Power grid:
Bar = 200 um. Pins as bars on the die edge.
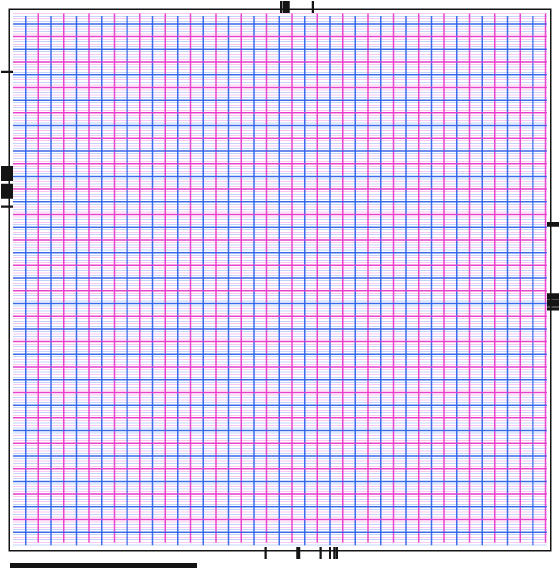
Cell classes on the final placement:
Bar = 200 um.
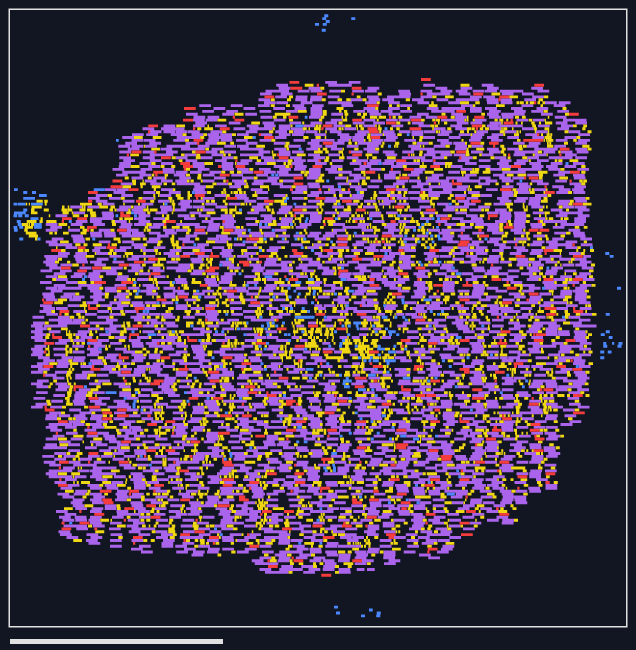
File: config.mk
export PLATFORM = sky130hd
export DESIGN_NAME = ifft_post_cp
export DESIGN_NICKNAME = d
export VERILOG_FILES = /design/src/rtl/ifft_post_cp.sv
export SDC_FILE = /design/constraint.sdc
export NUM_CORES = 2
export LEC_CHECK = 0
export ABC_CLOCK_PERIOD_IN_PS = 10620
export CAP_MARGIN = 20
export CORE_MARGIN = 3
export CORE_UTILIZATION = 35
export CTS_CLUSTER_DIAMETER = 120
export DETAILED_ROUTE_END_ITERATION = 8
export PLACE_DENSITY_LB_ADDON = 0.3
export SETUP_SLACK_MARGIN = 0.4
export SLEW_MARGIN = 15
export SYNTH_ARGS = -nofsm -noshare
export SYNTH_HDL_FRONTEND = slang
export SYNTH_SLANG_ARGS = --single-unit
File: constraint.sdc
create_clock -name CLK -period 10.62 [get_ports CLK]
set_clock_uncertainty 0.15 [all_clocks]
set_input_delay 2.124 -clock CLK [delete_from_list [all_inputs] [get_ports CLK]]
set_output_delay 2.124 -clock CLK [all_outputs]
set_load 0.03 [all_outputs]
File: src/rtl/ifft_post_cp.sv
// Transform-core output post-processor: optional conjugate + rounded 1/N scaling,
// ping-pong symbol buffering and cyclic-prefix insertion with sop/eop framing.
module ifft_post_cp #(
  parameter int W     = 11,
  parameter int LOG2N = 6,
  parameter int CP    = 16
) (
  input  logic         CLK,
  input  logic         RST,
  input  logic         inv,
  input  logic         valid_i,
  input  logic [W-1:0] xr_i,
  input  logic [W-1:0] xi_i,
  output logic         valid_o,
  output logic         sop_o,
  output logic         eop_o,
  output logic [W-1:0] yr_o,
  output logic [W-1:0] yi_o,
  output logic         ovf_o
);
  localparam int N          = 1 << LOG2N;
  localparam int CP_START_I = (N - CP) % N;
  localparam int RND_I      = 1 << (LOG2N - 1);
  localparam logic [LOG2N-1:0] LAST_IDX = '1;
  localparam logic [LOG2N-1:0] CP_START = CP_START_I[LOG2N-1:0];
  localparam logic signed [W:0] RND     = RND_I[W:0];
  localparam bit HAS_CP = (CP != 0);

  typedef enum logic [1:0] {IDLE, CPOUT, DATA} state_t;
  localparam state_t START_ST = HAS_CP ? CPOUT : DATA;

  logic [LOG2N-1:0] wr_idx_reg;
  logic             wb_reg, inv_reg, drop_reg, ovf_reg;
  logic [1:0]       full_reg;
  logic             rb_reg, rb_next;
  logic             free_now;
  logic             sym_start, drop_start, drop_cur, inv_cur, wr_en, wr_done;

  // A bank released by the reader in this very cycle counts as empty.
  assign sym_start  = valid_i && (wr_idx_reg == '0);
  assign drop_start = full_reg[wb_reg] && !(free_now && (rb_reg == wb_reg));
  assign drop_cur   = sym_start ? drop_start : drop_reg;
  assign inv_cur    = sym_start ? inv : inv_reg;
  assign wr_en      = valid_i && !drop_cur;
  assign wr_done    = wr_en && (wr_idx_reg == LAST_IDX);

  logic signed [W:0] xr_ext, xi_neg, xr_sum, xi_sum, xr_sh, xi_sh;
  logic [W-1:0]      yr_proc, yi_proc;
  logic              unused_bits;

  // One extra bit so that negating the most negative input cannot wrap.
  always_comb begin
    xr_ext  = {xr_i[W-1], xr_i};
    xi_neg  = -{xi_i[W-1], xi_i};
    xr_sum  = xr_ext + RND;
    xi_sum  = xi_neg + RND;
    xr_sh   = xr_sum >>> LOG2N;
    xi_sh   = xi_sum >>> LOG2N;
    yr_proc = inv_cur ? xr_sh[W-1:0] : xr_i;
    yi_proc = inv_cur ? xi_sh[W-1:0] : xi_i;
  end
  assign unused_bits = ^{xr_sh[W], xi_sh[W]};

  always_ff @(posedge CLK) begin
    if (RST) begin
      wr_idx_reg <= '0;
      wb_reg     <= 1'b0;
      inv_reg    <= 1'b0;
      drop_reg   <= 1'b0;
      ovf_reg    <= 1'b0;
    end else if (valid_i) begin
      wr_idx_reg <= wr_idx_reg + 1'b1;
      if (sym_start) begin
        inv_reg  <= inv;
        drop_reg <= drop_start;
        if (drop_start) ovf_reg <= 1'b1;
      end
      if (wr_done) wb_reg <= ~wb_reg;
    end
  end

  genvar gi;
  generate
    for (gi = 0; gi < 2; gi++) begin : g_bank
      logic full_q;
      always_ff @(posedge CLK) begin
        if (RST)                                 full_q <= 1'b0;
        else if (wr_done && (wb_reg == 1'(gi)))  full_q <= 1'b1;
        else if (free_now && (rb_reg == 1'(gi))) full_q <= 1'b0;
      end
      assign full_reg[gi] = full_q;
    end
  endgenerate

  logic [2*W-1:0] mem [0:2*N-1];
  logic [2*W-1:0] rd_data_reg;
  logic           rd_en;
  logic [LOG2N-1:0] rd_addr;

  always_ff @(posedge CLK) begin
    if (wr_en) mem[{wb_reg, wr_idx_reg}] <= {yr_proc, yi_proc};
  end

  always_ff @(posedge CLK) begin
    if (RST)        rd_data_reg <= '0;
    else if (rd_en) rd_data_reg <= mem[{rb_reg, rd_addr}];
  end

  state_t           state_reg, state_next;
  logic [LOG2N-1:0] rd_addr_reg, rd_addr_next;
  logic             in_cp, sop_next, eop_next;
  logic             valid_reg, sop_reg, eop_reg;

  always_comb begin
    state_next   = state_reg;
    rd_addr_next = rd_addr_reg;
    rb_next      = rb_reg;
    rd_en        = 1'b0;
    rd_addr      = rd_addr_reg;
    in_cp        = 1'b0;
    sop_next     = 1'b0;
    eop_next     = 1'b0;
    free_now     = 1'b0;
    case (state_reg)
      IDLE: if (full_reg[rb_reg]) begin
        rd_en   = 1'b1;
        rd_addr = CP_START;
        in_cp   = HAS_CP;
      end
      CPOUT: begin
        rd_en = 1'b1;
        in_cp = 1'b1;
      end
      DATA:    rd_en = 1'b1;
      default: state_next = IDLE;
    endcase
    if (rd_en) begin
      sop_next = HAS_CP ? (in_cp && (rd_addr == CP_START)) : (rd_addr == '0);
      if (in_cp) begin
        state_next   = (rd_addr == LAST_IDX) ? DATA : CPOUT;
        rd_addr_next = rd_addr + 1'b1;
      end else if (rd_addr == LAST_IDX) begin
        eop_next = 1'b1;
        free_now = 1'b1;
        rb_next  = ~rb_reg;
        // Chain straight into the other bank so back-to-back symbols leave no gap.
        if (full_reg[~rb_reg]) begin
          state_next   = START_ST;
          rd_addr_next = CP_START;
        end else begin
          state_next   = IDLE;
          rd_addr_next = '0;
        end
      end else begin
        state_next   = DATA;
        rd_addr_next = rd_addr + 1'b1;
      end
    end
  end

  always_ff @(posedge CLK) begin
    if (RST) begin
      state_reg   <= IDLE;
      rd_addr_reg <= '0;
      rb_reg      <= 1'b0;
      valid_reg   <= 1'b0;
      sop_reg     <= 1'b0;
      eop_reg     <= 1'b0;
    end else begin
      state_reg   <= state_next;
      rd_addr_reg <= rd_addr_next;
      rb_reg      <= rb_next;
      valid_reg   <= rd_en;
      sop_reg     <= sop_next;
      eop_reg     <= eop_next;
    end
  end

  assign valid_o = valid_reg;
  assign sop_o   = sop_reg;
  assign eop_o   = eop_reg;
  assign yr_o    = rd_data_reg[2*W-1:W];
  assign yi_o    = rd_data_reg[W-1:0];
  assign ovf_o   = ovf_reg;
endmodule

==> results.py <==
# Synthesis and PnR figures
metrics = {
    "run_status": {
        "outcome": "finished clean",
    },
    "layout": {
        "lay_top_cells": "edfxtp_1, mux2i_1, nand2_1",
        "seq_share_pct": 65.2,
        "largest_reg_flops": 2816,
        "area_growth_pct": 14.5,
        "final_area_um2": 131000,
        "layoutNonFillerInstCount": 11700,
        "diodes": 11,
        "buffers": 367,
        "clock_area_share_pct": 7.16,
        "nFillCells": 29200,
        "nonClkBufAreaFrac_pct": 2.43,
        "drive_above_1_share_pct": 17.6,
        "largest_class": "flip-flops and latches",
        "clock_buffers": 402,
        "logic_area_um2": 27400,
        "utilization_pct": 40.3,
    },
    "routing": {
        "vias": 70800,
        "antenna_left": 0,
        "viasPerCell": 6.08,
        "dr_wl_met2_um": 181000,
        "wl_per_cell_um": 35.2,
        "drtIter0Drc": 11600,
        "drc": 0,
    },
    "worst_setup_path": {
        "crit_arrival_ns": 6.85,
        "cp-endpoint": "mem[39][0]",
        "path_class": "reg2reg",
        "critPathBufInv": 6,
        "path_max_fanout": 25,
        "r2r_start": "state_reg[0]",
        "worstPathCellList": "inv_1, ha_4, clkinv_2, o22ai_2, buf_4, and3_1, ha_1, inv_1, o41ai_1, mux2i_1, mux2i_2, nand3_2, buf_4, nor2_2, buf_4",
        "crit_family": "buffers and inverters",
        "setup.worst_path.start_class": "flip-flop",
        "r2r_slack_ns": 4.12,
        "critPathRequiredTime_ns": 10.97,
    },
    "final_timing": {
        "hold_viol_final": 0,
        "slew_violations": 0,
        "fin_tns_setup_ns": 0,
        "worst_hold_slack_ns": 0.433,
        "rsz0062_at_grt": "false",
        "max_freq_mhz": 154,
        "setup_ws_ns": 4.12,
        "relSlewSlack_pct": 10.7,
        "finalCritPeriodShare_pct": 61.2,
        "min_period_ns": 6.50,
    },
    "clock_network": {
        "htreeDepth": 5,
        "cts_tree": "yes",
        "cts-root-buf": "clkbuf_16",
        "clk_latency_ns": 0.89,
        "cts_inserted_buffers": 301,
    },
    "synth": {
        "largest_area_cell": "edfxtp_1",
        "synth_cell_types": 93,
        "top_cell_area_share_pct": 73.9,
        "xor_share_pct": 0.115,
        "yosys-stat-cells": 6904,
        "ys.flops": 2862,
        "synthTopCellsByArea": "edfxtp_1, mux2i_1, mux4_2, mux2_2, a21oi_1",
        "syn_nets": 6940,
        "synth_area_um2": 114000,
        "synth_seq_share_pct": 74.7,
        "synth-edff-count": 2816,
        "mux_area_share_pct": 8.86,
        "syn_area_per_cell_um2": 16.6,
        "ys_sh_adder_pct": 0.109,
    },
    "run": {
        "drv_cap": 0,
    },
    "grt": {
        "grt_usage_pct": 23.9,
        "globalRouteMet1Util_pct": 32.3,
        "grt_overflow": 0,
        "use_met3_pct": 6.09,
        "grt_pass1_vias": 66800,
        "top_usage_layer": "met2",
        "grt_max_degree": 129,
    },
    "floorplanning": {
        "nWellTaps": 4325,
        "io-pin-count": 52,
        "rows": 209,
        "initCoreUtil_pct": 35.2,
        "die_h_um": 578,
        "dieArea_um2": 334000,
    },
    "pwr": {
        "total_leakage_power_nw": 39.8,
        "power_leader": "registers",
        "power_frac_comb_pct": 23.8,
        "total_power_mw": 30.5,
        "sw_frac_of_total_pct": 32.0,
        "p_clk_share_pct": 33.7,
    },
    "hold_path": {
        "hold_depth": 2,
        "min_from": "rd_data_reg[9]",
    },
    "place": {
        "hpwl_um": 243000,
        "routabilityCongestion": 0.903,
        "io_buffers": 51,
        "place_ws_ns": 3.50,
    },
}
Back to the opening pictures, 'power grid':
Key: VDD = magenta; VSS = blue
52 signal pins sit on the boundary. The core has 209 rows. 41 straps on met5.

Back to the opening pictures, 'cell classes on the final placement':
Key: other buffers and delay cells = blue [cells 367, share of their area 2.5%]; combinational and other logic = yellow [cells 3552, share of their area 22%]; flops = purple [cells 2862, share of their area 68%]; clock drivers and dummy loads = red [cells 534, share of their area 7.5%]

Power and IR drop assume default switching activity.
